<file path="src/rtl/axi_rd_tracker.sv">
// AXI read-channel tracker: passes AR/R straight through, caps in-flight
// bursts, timestamps each accepted AR and reports AR-to-RLAST latency.
// Also flags ID, RLAST-position and unexpected-beat errors (sticky).
module axi_rd_tracker #(
    parameter int ADDR_WIDTH      = 16,
    parameter int ID_WIDTH        = 8,
    parameter int DATA_WIDTH      = 32,
    parameter int MAX_OUTSTANDING = 4,
    parameter int LAT_WIDTH       = 16
) (
    input  logic                              clk,
    input  logic                              rst,
    // upstream AR
    input  logic [ID_WIDTH-1:0]               s_axi_arid,
    input  logic [ADDR_WIDTH-1:0]             s_axi_araddr,
    input  logic [7:0]                        s_axi_arlen,
    input  logic [2:0]                        s_axi_arsize,
    input  logic [1:0]                        s_axi_arburst,
    input  logic                              s_axi_arvalid,
    output logic                              s_axi_arready,
    // downstream AR
    output logic [ID_WIDTH-1:0]               m_axi_arid,
    output logic [ADDR_WIDTH-1:0]             m_axi_araddr,
    output logic [7:0]                        m_axi_arlen,
    output logic [2:0]                        m_axi_arsize,
    output logic [1:0]                        m_axi_arburst,
    output logic                              m_axi_arvalid,
    input  logic                              m_axi_arready,
    // downstream R
    input  logic [ID_WIDTH-1:0]               m_axi_rid,
    input  logic [DATA_WIDTH-1:0]             m_axi_rdata,
    input  logic [1:0]                        m_axi_rresp,
    input  logic                              m_axi_rlast,
    input  logic                              m_axi_rvalid,
    output logic                              m_axi_rready,
    // upstream R
    output logic [ID_WIDTH-1:0]               s_axi_rid,
    output logic [DATA_WIDTH-1:0]             s_axi_rdata,
    output logic [1:0]                        s_axi_rresp,
    output logic                              s_axi_rlast,
    output logic                              s_axi_rvalid,
    input  logic                              s_axi_rready,
    // status
    output logic [$clog2(MAX_OUTSTANDING):0]  outstanding,
    output logic                              lat_valid,
    output logic [LAT_WIDTH-1:0]              lat_value,
    output logic [ID_WIDTH-1:0]               lat_id,
    output logic                              err_id,
    output logic                              err_last,
    output logic                              err_unexp
);
    localparam int PTR_W = $clog2(MAX_OUTSTANDING);
    localparam int CNT_W = PTR_W + 1;

    logic [LAT_WIDTH-1:0] ts_q;
    logic [ID_WIDTH-1:0]  id_mem_q  [MAX_OUTSTANDING];
    logic [7:0]           len_mem_q [MAX_OUTSTANDING];
    logic [LAT_WIDTH-1:0] ts_mem_q  [MAX_OUTSTANDING];
    logic [PTR_W-1:0]     wr_ptr_q, rd_ptr_q;
    logic [CNT_W-1:0]     count_q, count_d;
    logic [7:0]           beat_q, beat_d;
    logic                 err_id_q, err_id_d;
    logic                 err_last_q, err_last_d;
    logic                 err_unexp_q, err_unexp_d;
    logic                 lat_valid_q;
    logic [LAT_WIDTH-1:0] lat_value_q;
    logic [ID_WIDTH-1:0]  lat_id_q;

    logic                 full, ar_hs, r_hs, not_empty, pop;
    logic [ID_WIDTH-1:0]  head_id;
    logic [7:0]           head_len;
    logic [LAT_WIDTH-1:0] head_ts;

    // Reset forces the gate open so upstream sees plain arready while rst is high.
    assign full      = !rst && (count_q == CNT_W'(MAX_OUTSTANDING));
    assign ar_hs     = m_axi_arvalid && m_axi_arready && !rst;
    assign r_hs      = m_axi_rvalid && s_axi_rready;
    assign not_empty = (count_q != '0);
    // Pop follows the real RLAST, even when it lands on the wrong beat.
    assign pop       = r_hs && m_axi_rlast && not_empty;

    assign head_id  = id_mem_q[rd_ptr_q];
    assign head_len = len_mem_q[rd_ptr_q];
    assign head_ts  = ts_mem_q[rd_ptr_q];

    // AR pass-through with occupancy gating; a same-cycle pop does not unblock.
    assign m_axi_arid    = s_axi_arid;
    assign m_axi_araddr  = s_axi_araddr;
    assign m_axi_arlen   = s_axi_arlen;
    assign m_axi_arsize  = s_axi_arsize;
    assign m_axi_arburst = s_axi_arburst;
    assign m_axi_arvalid = s_axi_arvalid & ~full;
    assign s_axi_arready = m_axi_arready & ~full;

    // R pass-through, no registers on the data path.
    assign m_axi_rready = s_axi_rready;
    assign s_axi_rid    = m_axi_rid;
    assign s_axi_rdata  = m_axi_rdata;
    assign s_axi_rresp  = m_axi_rresp;
    assign s_axi_rlast  = m_axi_rlast;
    assign s_axi_rvalid = m_axi_rvalid;

    assign outstanding = count_q;
    assign lat_valid   = lat_valid_q;
    assign lat_value   = lat_value_q;
    assign lat_id      = lat_id_q;
    assign err_id      = err_id_q;
    assign err_last    = err_last_q;
    assign err_unexp   = err_unexp_q;

    // Next-state for occupancy, beat position and sticky error flags.
    always_comb begin
        count_d     = count_q + CNT_W'(ar_hs) - CNT_W'(pop);
        beat_d      = beat_q;
        err_id_d    = err_id_q;
        err_last_d  = err_last_q;
        err_unexp_d = err_unexp_q;
        if (r_hs) begin
            beat_d = m_axi_rlast ? 8'd0 : beat_q + 8'd1;
            if (not_empty) begin
                if (m_axi_rid != head_id)
                    err_id_d = 1'b1;
                if (m_axi_rlast != (beat_q == head_len))
                    err_last_d = 1'b1;
            end else begin
                err_unexp_d = 1'b1;
            end
        end
    end

    // Control state: timestamp, pointers, count, beat, errors and latency report.
    always_ff @(posedge clk) begin
        if (rst) begin
            ts_q        <= '0;
            wr_ptr_q    <= '0;
            rd_ptr_q    <= '0;
            count_q     <= '0;
            beat_q      <= '0;
            err_id_q    <= 1'b0;
            err_last_q  <= 1'b0;
            err_unexp_q <= 1'b0;
            lat_valid_q <= 1'b0;
            lat_value_q <= '0;
            lat_id_q    <= '0;
        end else begin
            ts_q        <= ts_q + LAT_WIDTH'(1);
            count_q     <= count_d;
            beat_q      <= beat_d;
            err_id_q    <= err_id_d;
            err_last_q  <= err_last_d;
            err_unexp_q <= err_unexp_d;
            lat_valid_q <= pop;
            if (ar_hs)
                wr_ptr_q <= wr_ptr_q + PTR_W'(1);
            if (pop) begin
                rd_ptr_q    <= rd_ptr_q + PTR_W'(1);
                lat_value_q <= ts_q - head_ts;
                lat_id_q    <= head_id;
            end
        end
    end

    // Per-entry storage of {id, len, issue timestamp}, written on AR accept.
    generate
        for (genvar gi = 0; gi < MAX_OUTSTANDING; gi++) begin : g_entry
            always_ff @(posedge clk) begin
                if (ar_hs && (wr_ptr_q == PTR_W'(gi))) begin
                    id_mem_q[gi]  <= s_axi_arid;
                    len_mem_q[gi] <= s_axi_arlen;
                    ts_mem_q[gi]  <= ts_q;
                end
            end
        end
    endgenerate

endmodule
</file>
<file path="config.mk">
export PLATFORM = sky130hd
export DESIGN_NAME = axi_rd_tracker
export DESIGN_NICKNAME = d
export VERILOG_FILES = /design/src/rtl/axi_rd_tracker.sv
export SDC_FILE = /design/constraint.sdc
export NUM_CORES = 1
export LEC_CHECK = 0
export CORE_MARGIN = 3
export CORE_UTILIZATION = 54
export CTS_CLUSTER_SIZE = 40
export DETAILED_ROUTE_END_ITERATION = 12
export GPL_ROUTABILITY_DRIVEN = 1
export PLACE_DENSITY = 0.88
export SETUP_SLACK_MARGIN = 0.1
export SLEW_MARGIN = 20
export SYNTH_ARGS = -nofsm -noshare
export SYNTH_HDL_FRONTEND = slang
export SYNTH_SLANG_ARGS = --single-unit
</file>
<file path="constraint.sdc">
create_clock -name clk -period 9.1 [get_ports clk]
set_input_delay 1.365 -clock clk [delete_from_list [all_inputs] [get_ports clk]]
set_output_delay 1.365 -clock clk [all_outputs]
set_load 0.02 [all_outputs]
</file>
Floorplan with the power grid:
Bar = 50 µm. Pins as bars on the die edge.
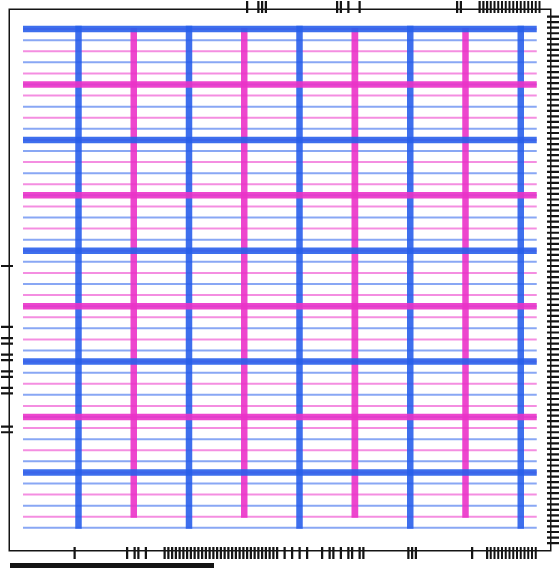
Key: blue = VSS; magenta = VDD
201 signal pins sit on the boundary. The core has 45 rows. 9 straps on met5.

Placed cells, one color a class:
Bar = 50 µm.
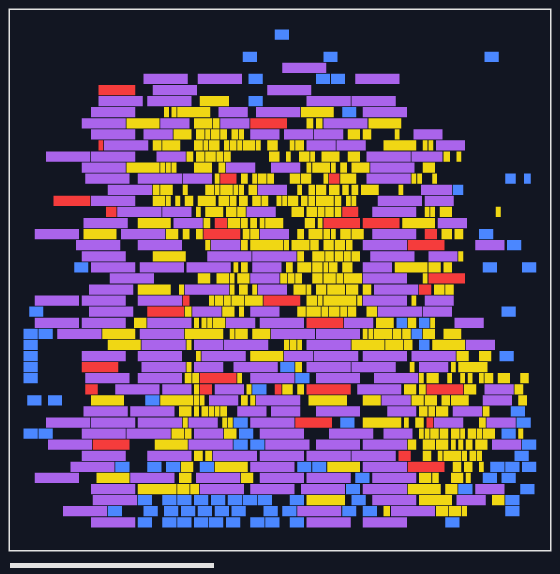
Key: purple = flops [cells 189, share of their area 54%]; blue = other buffers and delay cells [cells 96, share of their area 10%]; red = clock drivers and dummy loads [cells 32, share of their area 6.0%]; yellow = combinational and other logic [cells 362, share of their area 30%]

## registers in the layout, indices dropped and copies added, names as in the netlist, named ones only
name and flops:
lat_value 16, outstanding 3, err_last 1, len_mem_q 32, err_unexp 1, beat_q 8
lat_valid 1, ts_mem_q 64, id_mem_q 32, ts_q 16, rd_ptr_q 2, lat_id 8
err_id 1, wr_ptr_q 2
## worst paths after layout
path,endpoint,slack [ns],start
max,outstanding[1],4.74,m_axi_rvalid
min,lat_id[2],0.47,lat_id[2]
max reg2reg,lat_value[12],5.57,flop
min reg2reg,lat_id[2],0.47,lat_id[2]
## cell families after synthesis
family / count (synthesis) / share of synthesized area, %
buffers and inverters: 134 / 10.0
AND-OR/OR-AND: 77 / 5.57
XOR/XNOR: 42 / 4.26
adder cells (fa/ha/maj): 26 / 3.94
multiplexers: 34 / 8.79
AND/OR/NAND/NOR: 156 / 8.84
flip-flops: 189 / 58.6
## routing by layer
| layer | up-vias | track usage, % | wire length, µm |
|---|---|---|---|
| li1 | 2325 | - | - |
| met1 | 2534 | 26.1 | 7290 |
| met2 | 228 | 36.7 | 9770 |
| met3 | 74 | 6.31 | 1370 |
| met4 | 0 | 11.4 | 843 |
| met5 | - | 0 | 0 |
## worst max-delay path: stages
cell,delay [ns]
sky130_fd_sc_hd__clkdlybuf4s50_1,0.51
sky130_fd_sc_hd__and2_1,0.27
sky130_fd_sc_hd__nand2_1,0.11
sky130_fd_sc_hd__or2_2,0.54
sky130_fd_sc_hd__inv_1,0.73
sky130_fd_sc_hd__ha_1,0.37
sky130_fd_sc_hd__inv_1,0.06
sky130_fd_sc_hd__ha_1,0.16
sky130_fd_sc_hd__fa_1,0.40
sky130_fd_sc_hd__nor2b_1,0.13
## power by group
group          internal (µW)  switching (µW)
sequential               931            13.4
combinational           77.7            91.6
clock                    382             328
==> GITHUB_STEP_SUMMARY <==
### Yosys + OpenROAD results

| Metric | Value |
|---|---|
| Synth Seq Share | `58.6%` |
| Post-synthesis cell type with the largest combined area | `sky130_fd_sc_hd__edfxtp_1` |
| Non-Clock Inverter Count | `27` |
| CTS clock-pin slew for the worst setup and hold paths | `0.07 ns` |
| Drt drc | `0` |
| Least-Margin Pin Slew | `0.908 ns` |
| Number of antenna cells inserted | `0` |
| Final cycle utilization of the critical path | `47.9%` |
| First-pass GRT wire length | `29,500 µm` |
| Area Growth Syn to Fin | `11.7%` |
| Final worst slack | `4.74 ns` |
| Hold Violations, Final | `0` |
| Post-cts hold buffer count | `0` |
| Area after DPL | `9090 µm²` |
| Fill cells | `1,098` |
| Total cells reported by yosys after synthesis | `658` |
| Static Leak | `0.00342 µW` |
| # nets final | `778` |
| # Post-CTS Setup Buffers | `0` |
| Number of antenna violations at the first check in global routing | `0` |
| Type of the tightest min-delay check | `flop to flop` |
| Unrepaired setup endpoints after global routing | `false` |
| Area of all sequential standard cells | `5070 µm²` |
| Plain + repair buffers | `96` |
| Status | `complete, no violations` |
| Tool Warnings | `30` |
| Top Layout Cells | `sky130_fd_sc_hd__edfxtp_1, sky130_fd_sc_hd__clkdlybuf4s50_1, sky130_fd_sc_hd__dfxtp_1` |
No activity file was given, so power comes from the tool's default toggle rates.
